`src/rtl/sram_wr_sched_pkg.sv`:
```
// Shared types and sizing for the SRAM bank write-port scheduler.
// Reused by the read-side scheduler through the same arbiter and state type.
package sram_wr_sched_pkg;

  localparam int PORT_NUM       = 8;
  localparam int LEN_W          = 6;
  localparam int BLK_ADDR_WIDTH = 10;
  localparam int ADDR_W         = BLK_ADDR_WIDTH;
  localparam int IDX_W          = (PORT_NUM > 1) ? $clog2(PORT_NUM) : 1;

  typedef enum logic {SCH_IDLE, SCH_BURST} sch_state_e;

endpackage

```
`src/rtl/sram_wr_sched_if.sv`:
```
// Request/burst bus between the ingress FIFOs and the bank write stage.
// The master side holds the requesters; the slave side is the scheduler.
interface sram_wr_sched_if;
  import sram_wr_sched_pkg::*;

  logic [PORT_NUM-1:0]        i_req;
  logic [PORT_NUM*ADDR_W-1:0] i_base_addr;
  logic [PORT_NUM*LEN_W-1:0]  i_len;
  logic [PORT_NUM-1:0]        o_ack;
  logic [PORT_NUM-1:0]        o_done;
  logic [PORT_NUM-1:0]        o_fifo_ren;
  logic [PORT_NUM-1:0]        o_grant;
  logic [ADDR_W-1:0]          o_sram_addr;
  logic                       o_sram_addr_vld;
  logic                       o_busy;

  modport master (
    output i_req, i_base_addr, i_len,
    input  o_ack, o_done, o_fifo_ren, o_grant, o_sram_addr, o_sram_addr_vld, o_busy
  );

  modport slave (
    input  i_req, i_base_addr, i_len,
    output o_ack, o_done, o_fifo_ren, o_grant, o_sram_addr, o_sram_addr_vld, o_busy
  );

endinterface

```
`src/rtl/sram_wr_sched_rr_arbiter.sv`:
```
// Combinational round-robin arbiter: first request at or after the pointer, wrapping.
// Returns the winner both one-hot and as an index.
module rr_arbiter #(
  parameter int N  = 8,
  parameter int IW = (N > 1) ? $clog2(N) : 1
) (
  input  logic [N-1:0]  i_req,
  input  logic [IW-1:0] i_ptr,
  output logic [N-1:0]  o_grant,
  output logic [IW-1:0] o_idx,
  output logic          o_valid
);

  always_comb begin
    int            sum;
    logic [IW-1:0] j;
    o_grant = '0;
    o_idx   = '0;
    o_valid = 1'b0;
    sum     = 0;
    j       = '0;
    for (int i = 0; i < N; i++) begin
      sum = int'(i_ptr) + i;
      if (sum >= N) sum = sum - N;
      j = IW'(sum);
      if (!o_valid && i_req[j]) begin
        o_valid    = 1'b1;
        o_grant[j] = 1'b1;
        o_idx      = j;
      end
    end
  end

endmodule

```
`src/rtl/sram_wr_sched.sv`:
```
// Round-robin write-port scheduler for one SRAM bank: grants one ingress FIFO at a
// time for a whole burst and issues one block address per cycle to the write stage.
module sram_wr_sched
  import sram_wr_sched_pkg::*;
(
  input  logic           i_clk,
  input  logic           i_rst_n,
  sram_wr_sched_if.slave bus
);

  sch_state_e          state_q, state_d;
  logic [IDX_W-1:0]    rr_ptr_q, rr_ptr_d;
  logic [IDX_W-1:0]    idx_q, idx_d;
  logic [LEN_W-1:0]    cnt_q, cnt_d;
  logic [ADDR_W-1:0]   addr_q, addr_d;
  logic [PORT_NUM-1:0] grant_q, grant_d;
  logic [PORT_NUM-1:0] ack_q, ack_d;
  logic [PORT_NUM-1:0] done_q, done_d;
  logic                vld_q, vld_d;

  logic [PORT_NUM-1:0] arb_grant;
  logic [IDX_W-1:0]    arb_idx;
  logic                arb_valid;

  logic [ADDR_W-1:0]   base_arr [PORT_NUM];
  logic [LEN_W-1:0]    len_arr  [PORT_NUM];

  for (genvar g = 0; g < PORT_NUM; g++) begin : g_unpack
    assign base_arr[g] = bus.i_base_addr[g*ADDR_W +: ADDR_W];
    assign len_arr[g]  = bus.i_len[g*LEN_W +: LEN_W];
  end

  rr_arbiter #(.N(PORT_NUM), .IW(IDX_W)) u_arb (
    .i_req   (bus.i_req),
    .i_ptr   (rr_ptr_q),
    .o_grant (arb_grant),
    .o_idx   (arb_idx),
    .o_valid (arb_valid)
  );

  // Arbitration result is only consulted in IDLE, so requests during a burst wait.
  always_comb begin
    state_d  = state_q;
    rr_ptr_d = rr_ptr_q;
    idx_d    = idx_q;
    cnt_d    = cnt_q;
    addr_d   = addr_q;
    grant_d  = grant_q;
    vld_d    = vld_q;
    ack_d    = '0;
    done_d   = '0;
    case (state_q)
      SCH_IDLE: begin
        if (arb_valid) begin
          state_d = SCH_BURST;
          grant_d = arb_grant;
          ack_d   = arb_grant;
          idx_d   = arb_idx;
          addr_d  = base_arr[arb_idx];
          cnt_d   = len_arr[arb_idx];
          vld_d   = 1'b1;
          done_d  = (len_arr[arb_idx] == '0) ? arb_grant : '0;
        end
      end
      SCH_BURST: begin
        if (cnt_q != '0) begin
          addr_d = addr_q + 1'b1;
          cnt_d  = cnt_q - 1'b1;
          done_d = (cnt_q == LEN_W'(1)) ? grant_q : '0;
        end else begin
          state_d  = SCH_IDLE;
          grant_d  = '0;
          vld_d    = 1'b0;
          rr_ptr_d = (idx_q == IDX_W'(PORT_NUM - 1)) ? '0 : idx_q + 1'b1;
        end
      end
      default: state_d = SCH_IDLE;
    endcase
  end

  always_ff @(posedge i_clk or negedge i_rst_n) begin
    if (!i_rst_n) begin
      state_q  <= SCH_IDLE;
      rr_ptr_q <= '0;
      idx_q    <= '0;
      cnt_q    <= '0;
      addr_q   <= '0;
      grant_q  <= '0;
      ack_q    <= '0;
      done_q   <= '0;
      vld_q    <= 1'b0;
    end else begin
      state_q  <= state_d;
      rr_ptr_q <= rr_ptr_d;
      idx_q    <= idx_d;
      cnt_q    <= cnt_d;
      addr_q   <= addr_d;
      grant_q  <= grant_d;
      ack_q    <= ack_d;
      done_q   <= done_d;
      vld_q    <= vld_d;
    end
  end

  assign bus.o_grant         = grant_q;
  assign bus.o_ack           = ack_q;
  assign bus.o_done          = done_q;
  assign bus.o_sram_addr     = addr_q;
  assign bus.o_sram_addr_vld = vld_q;
  assign bus.o_busy          = (state_q == SCH_BURST);
  assign bus.o_fifo_ren      = grant_q & {PORT_NUM{vld_q}};

endmodule

```
`src/flat_wrapper.sv`:
```
// flat-port wrapper written by rule: the top's interface ports become plain ports
module sram_wr_sched_flat import sram_wr_sched_pkg::*;
  (i_clk, i_rst_n, bus_i_req, bus_i_base_addr, bus_i_len, bus_o_ack, bus_o_done, bus_o_fifo_ren, bus_o_grant, bus_o_sram_addr, bus_o_sram_addr_vld, bus_o_busy);
  sram_wr_sched_if bus_i ();
  input  logic i_clk;
  input  logic i_rst_n;
  input wire logic [$bits(bus_i.i_req)-1:0] bus_i_req;
  input wire logic [$bits(bus_i.i_base_addr)-1:0] bus_i_base_addr;
  input wire logic [$bits(bus_i.i_len)-1:0] bus_i_len;
  output wire logic [$bits(bus_i.o_ack)-1:0] bus_o_ack;
  output wire logic [$bits(bus_i.o_done)-1:0] bus_o_done;
  output wire logic [$bits(bus_i.o_fifo_ren)-1:0] bus_o_fifo_ren;
  output wire logic [$bits(bus_i.o_grant)-1:0] bus_o_grant;
  output wire logic [$bits(bus_i.o_sram_addr)-1:0] bus_o_sram_addr;
  output wire logic [$bits(bus_i.o_sram_addr_vld)-1:0] bus_o_sram_addr_vld;
  output wire logic [$bits(bus_i.o_busy)-1:0] bus_o_busy;
  assign bus_i.i_req = bus_i_req;
  assign bus_i.i_base_addr = bus_i_base_addr;
  assign bus_i.i_len = bus_i_len;
  assign bus_o_ack = bus_i.o_ack;
  assign bus_o_done = bus_i.o_done;
  assign bus_o_fifo_ren = bus_i.o_fifo_ren;
  assign bus_o_grant = bus_i.o_grant;
  assign bus_o_sram_addr = bus_i.o_sram_addr;
  assign bus_o_sram_addr_vld = bus_i.o_sram_addr_vld;
  assign bus_o_busy = bus_i.o_busy;
  sram_wr_sched u_core (.i_clk(i_clk), .i_rst_n(i_rst_n), .bus(bus_i));
endmodule
```
`config.mk`:
```
export PLATFORM = sky130hd
export DESIGN_NAME = sram_wr_sched_flat
export DESIGN_NICKNAME = d
export VERILOG_FILES = /design/src/rtl/sram_wr_sched_pkg.sv /design/src/rtl/sram_wr_sched_if.sv /design/src/rtl/sram_wr_sched_rr_arbiter.sv /design/src/rtl/sram_wr_sched.sv /design/src/flat_wrapper.sv
export SDC_FILE = /design/constraint.sdc
export NUM_CORES = 1
export LEC_CHECK = 0
export CAP_MARGIN = 20
export CORE_MARGIN = 2
export CORE_UTILIZATION = 49
export DETAILED_ROUTE_END_ITERATION = 6
export PLACE_DENSITY = 0.94
export SLEW_MARGIN = 40
export SYNTH_ARGS = -nofsm -noshare
export SYNTH_HDL_FRONTEND = slang
export SYNTH_SLANG_ARGS = --single-unit
```
`constraint.sdc`:
```
create_clock -name i_clk -period 14.5 [get_ports i_clk]
set_clock_uncertainty 0.1 [all_clocks]
set_input_delay 2.9 -clock i_clk [delete_from_list [all_inputs] [get_ports i_clk]]
set_output_delay 2.9 -clock i_clk [all_outputs]
set_load 0.01 [all_outputs]
```
Figure 1. Supply network.
(4 px per um) Pins as bars on the die edge. Tap cells in gray.
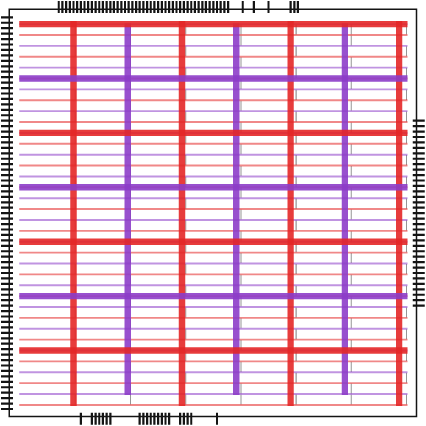
[VDD] purple
[VSS] red
rows: 35
tap cells: 129
signal pins: 182
met5 straps: 7
met1 rails: 36

Figure 2. Placed cells, one color a class.
(4 px per um) Fill, decap, tap and diode cells in gray.
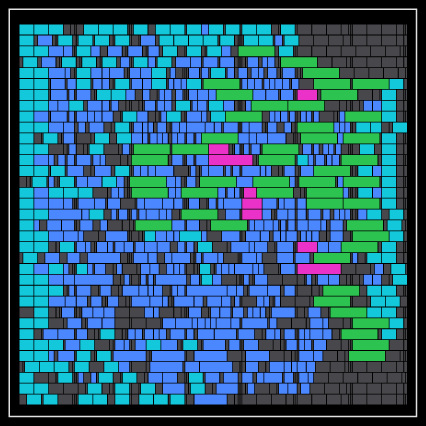
[clock drivers and dummy loads] magenta | cells: 8
[remaining buffers and delay cells] cyan | cells: 187
[registers] green | cells: 48
[remaining logic cells] blue | cells: 467

==> out/writeup.txt <==
The flow ran to the end, and the final reports show no timing, DRC or antenna violations. In the final layout, flip-flops and latches take up 18.0% of the cell area. The worst setup path is launched from an input pin. The commonest cells after synthesis are nand2_1 (74), dfrtp_1 (48), mux2i_1 (44).

In the Yosys stats the netlist draws on 68 distinct library cells. STA lists the endpoint of the worst register-to-register path as u_core.bus.o_done[0]$_DFF_PN0_. Counting the clock-network buffers in the layout gives 5.

The critical path contains buffers and inverters numbering 2 combined. For the completed layout, the total cell area is recorded as 6670 sq um. No sink is reached through more buffers than the 2 on the longest clock path. The number of flip-flops under the largest register name came out at 10. CTS placed an instance of clkbuf_8 at the clock tree root. In the post-synthesis netlist, the biggest area contributors are dfrtp_1 (26%), mux2i_1 (9.5%), nand2_1 (6.0%). Non-clock buffers make up 27.9% of the layout cell area. The worst min-delay path category is flop to flop. The most used flip-flop cell after synthesis is dfrtp_1. Logged for this run, the post-placement worst setup slack is 6.75 ns. The height of the chip is 101 um, and the depth of the worst register-to-register path is 15. On met1, the global router reports a usage of 37.9%. For reference, the placement row count at floorplan is 35. For this design, the slowest cell found on the critical path is mux4_1. The post-synthesis mux area share is 19.7%. The top cell type by instance count after synthesis was nand2_1. The count of cells in the finished layout, fillers not included, comes to 839.

Fill cells in the final layout number 694. Listed in order, past its start point the critical path passes clkdlybuf4s50_1, mux4_2, mux2_2, or3_1, o21ai_1, nor4_1, o32ai_4, buf_4, mux4_1, mux2_4, a41o_1, or3_1, o21ai_1. The tools report the sequential element share of the synthesized area as 25.8%. Synthesis produced a netlist with a net count of 702. Per the run summary, max-cap violations total 0. The routed length per placed instance came out at 18.7 um. The tools report the buffers inserted during post-CTS setup optimization as 0. The timing report gives the worst reg2reg path a setup slack of 8.71 ns. The synthesized netlist handed to floorplanning was reported with a cell count of 553.

The number of global-route vias before repair came out at 4943. The biggest cell category by area in the final layout was multi-input combinational cells. In this run, the synthesized area fraction spent on and/or/nand/nor cells is recorded as 19.8%. Pin placement for this block handled 182 I/O pins.

The count of flip-flops with a built-in enable after synthesis is 0. 446 cells are multi-input combinational gates. In the global route stage, overall resource usage came out at 29.7%.

Nets still carrying antenna violations after routing amount to 0. The tools report the antenna diode instance count as 0. The H-tree was split into 2 levels. The tools report the maximum number of pins on one net before global-route repair as 49. The routed design uses 7790 um of met2 wire. The flow inserted 129 tap cells. Summing over the stages, the warning tally comes to 31. With the internal portion of total power at 815 uW, the routed length on met3 is 1390 um. The run gives 48 as the flip-flop and latch count. The ratio of total power to cell area is 253 nW/um^2. The most frequently placed logic cell in the final layout is clkdlybuf4s50_1. The layout report lists the combined flip-flop and latch area as 1200 sq um. For the count of clock tree sinks, the log shows 48. Overall power consumption after layout is estimated at 1.69 mW.

With the number of antenna violations at the first check in global routing at 0, the number of signal-net buffers in the layout is 187. Per STA, the highest per-stage delay on the worst path measures 0.64 ns. The group that draws the most power in this run is combinational cells. The critical hold path startpoint is u_core.idx_q[2]$_DFFE_PN0P_. The end of the critical path was u_core.bus.o_done[0]$_DFF_PN0_.

For the share of the core filled by cells before placement, the log shows 50.4%. The peak fanout along the critical path is 47. In this run the critical register-to-register path is launched from u_core.rr_ptr_q[0]$_DFFE_PN0P_. For the clock latency reported for the late side of the worst-skew pair, the log shows 0.31 ns. The uppermost layer routed is met4. The die is 101 um wide. Setup repair after global routing left no endpoint under its margin.

Looking at area per cell type in the netlist, the leader is dfrtp_1. The run gives 0 as the number of instances resized during post-cts repair. With the setup TNS at 0 ns, the wire length of the first global-routing pass is 24300 um. The iteration count recorded for the first detailed-route pass is 6. The portion of the clock cycle consumed by the worst path in the final layout came out at 51.5%. TritonCTS built the clock tree. Clock tree buffers and inverters occupy 2.06% of the routed design's cell area. The combinational power reported by the tool is 1.33 mW. According to the timing report, the critical path is launched from bus_i_req[0].

The finished design was reported to have a net count of 858. With the total die size at 10300 sq um, the post-cts hold buffer count is 0. Per report_power, the combinational group accounts for 78.5% of the total. For the count of final max-slew check failures, the log shows 0. CTS added clock buffers totalling 5. With the net switching share of the total power at 51.7%, the count of inverters not on the clock network in the layout is 21.

Before any placement, the netlist area is recorded as 4650 sq um. For reference, full adder, half adder and majority cells occupy 2.96% of the area reported after synthesis. The global routing stage identified its most utilized layer as met2. The worst hold path was traced through 2 stages. The register bit total from synthesis was 48; the placed instance count was 831.

Worst path arrival time: 7.60 ns. The share of total power in sequential cells came out at 14.6%. The final standard cell utilization of the core was 72.2%; the total of warnings raised by yosys was 0. The library cells used most frequently in the layout, excluding fill and tap cells, are clkdlybuf4s50_1 (180), nand2_1 (74), dfrtp_1 (48). The tools report the capture endpoint of the worst hold path as u_core.idx_q[2]$_DFFE_PN0P_. The core region is 9240 sq um. The STA report counts the stages on the worst setup path as 13. The area overhead of the layout relative to synthesis is 43.4%, and the number of DRC violations after detailed-routing iteration 0 is 566. In this run, the synthesized area fraction spent on AND-OR/OR-AND gates is recorded as 24.8%.

The critical path start-end classification was input pin to flop. Counting endpoints that fail hold in the final report gives 0. On met3, the global router reports a usage of 4.97%. On met2, the global router reports a usage of 51.3%.

The number of cells reported by Yosys stat comes to 553. The combinational share of cell area works out to 48.4%. The congestion estimate from routability-driven global placement came to 0.955. Summed over all layers, the routed wires come to 15700 um. The tools report the total of endpoints with negative setup slack in the final report as 0.

The power spent charging and discharging nets was 874 uW. Sum of routed wire segments on met1: 6050 um. The worst pin sits at a relative slew slack of 51.4%. Endpoint kind of the worst setup timing path: a flop. The cell class contributing the biggest share of worst-path delay is multiplexers. The analysis attributes to cell leakage a power of 2.71 nW. The run gives 12300 um as the detailed-placement wirelength estimate. Buffers placed on the I/O ports in this run total 181. The most critical hold endpoint after final layout shows a slack of 0.428 ns. On the worst setup and hold paths after CTS, the clock-pin slew comes to 0.09 ns. Summed over all sequential cells, the power is 246 uW. The required time of the worst setup path was 14.64 ns; the slew at the pin closest to its max-slew limit was 0.730 ns.

Summing the areas of all xor and xnor instances in the mapped netlist gives 1.26% of the synthesized area. After synthesis, the chip area reported by Yosys is 4650 sq um. The fraction of layout instances using a drive strength above 1 is 8.03%. The routed layout has 5248 vias. Looking at the VDD voltage map, the peak drop is 0.192 mV.

The final critical-path setup slack is 7.04 ns, and the combinational gate area is 3230 sq um. Per the detailed placement report, the placed cell area equals 6530 sq um. Dividing the synthesized area by the synthesized cell count gives 8.41 sq um.

The clock network accounts for 6.9% of the total power.
Power and IR drop assume default switching activity.
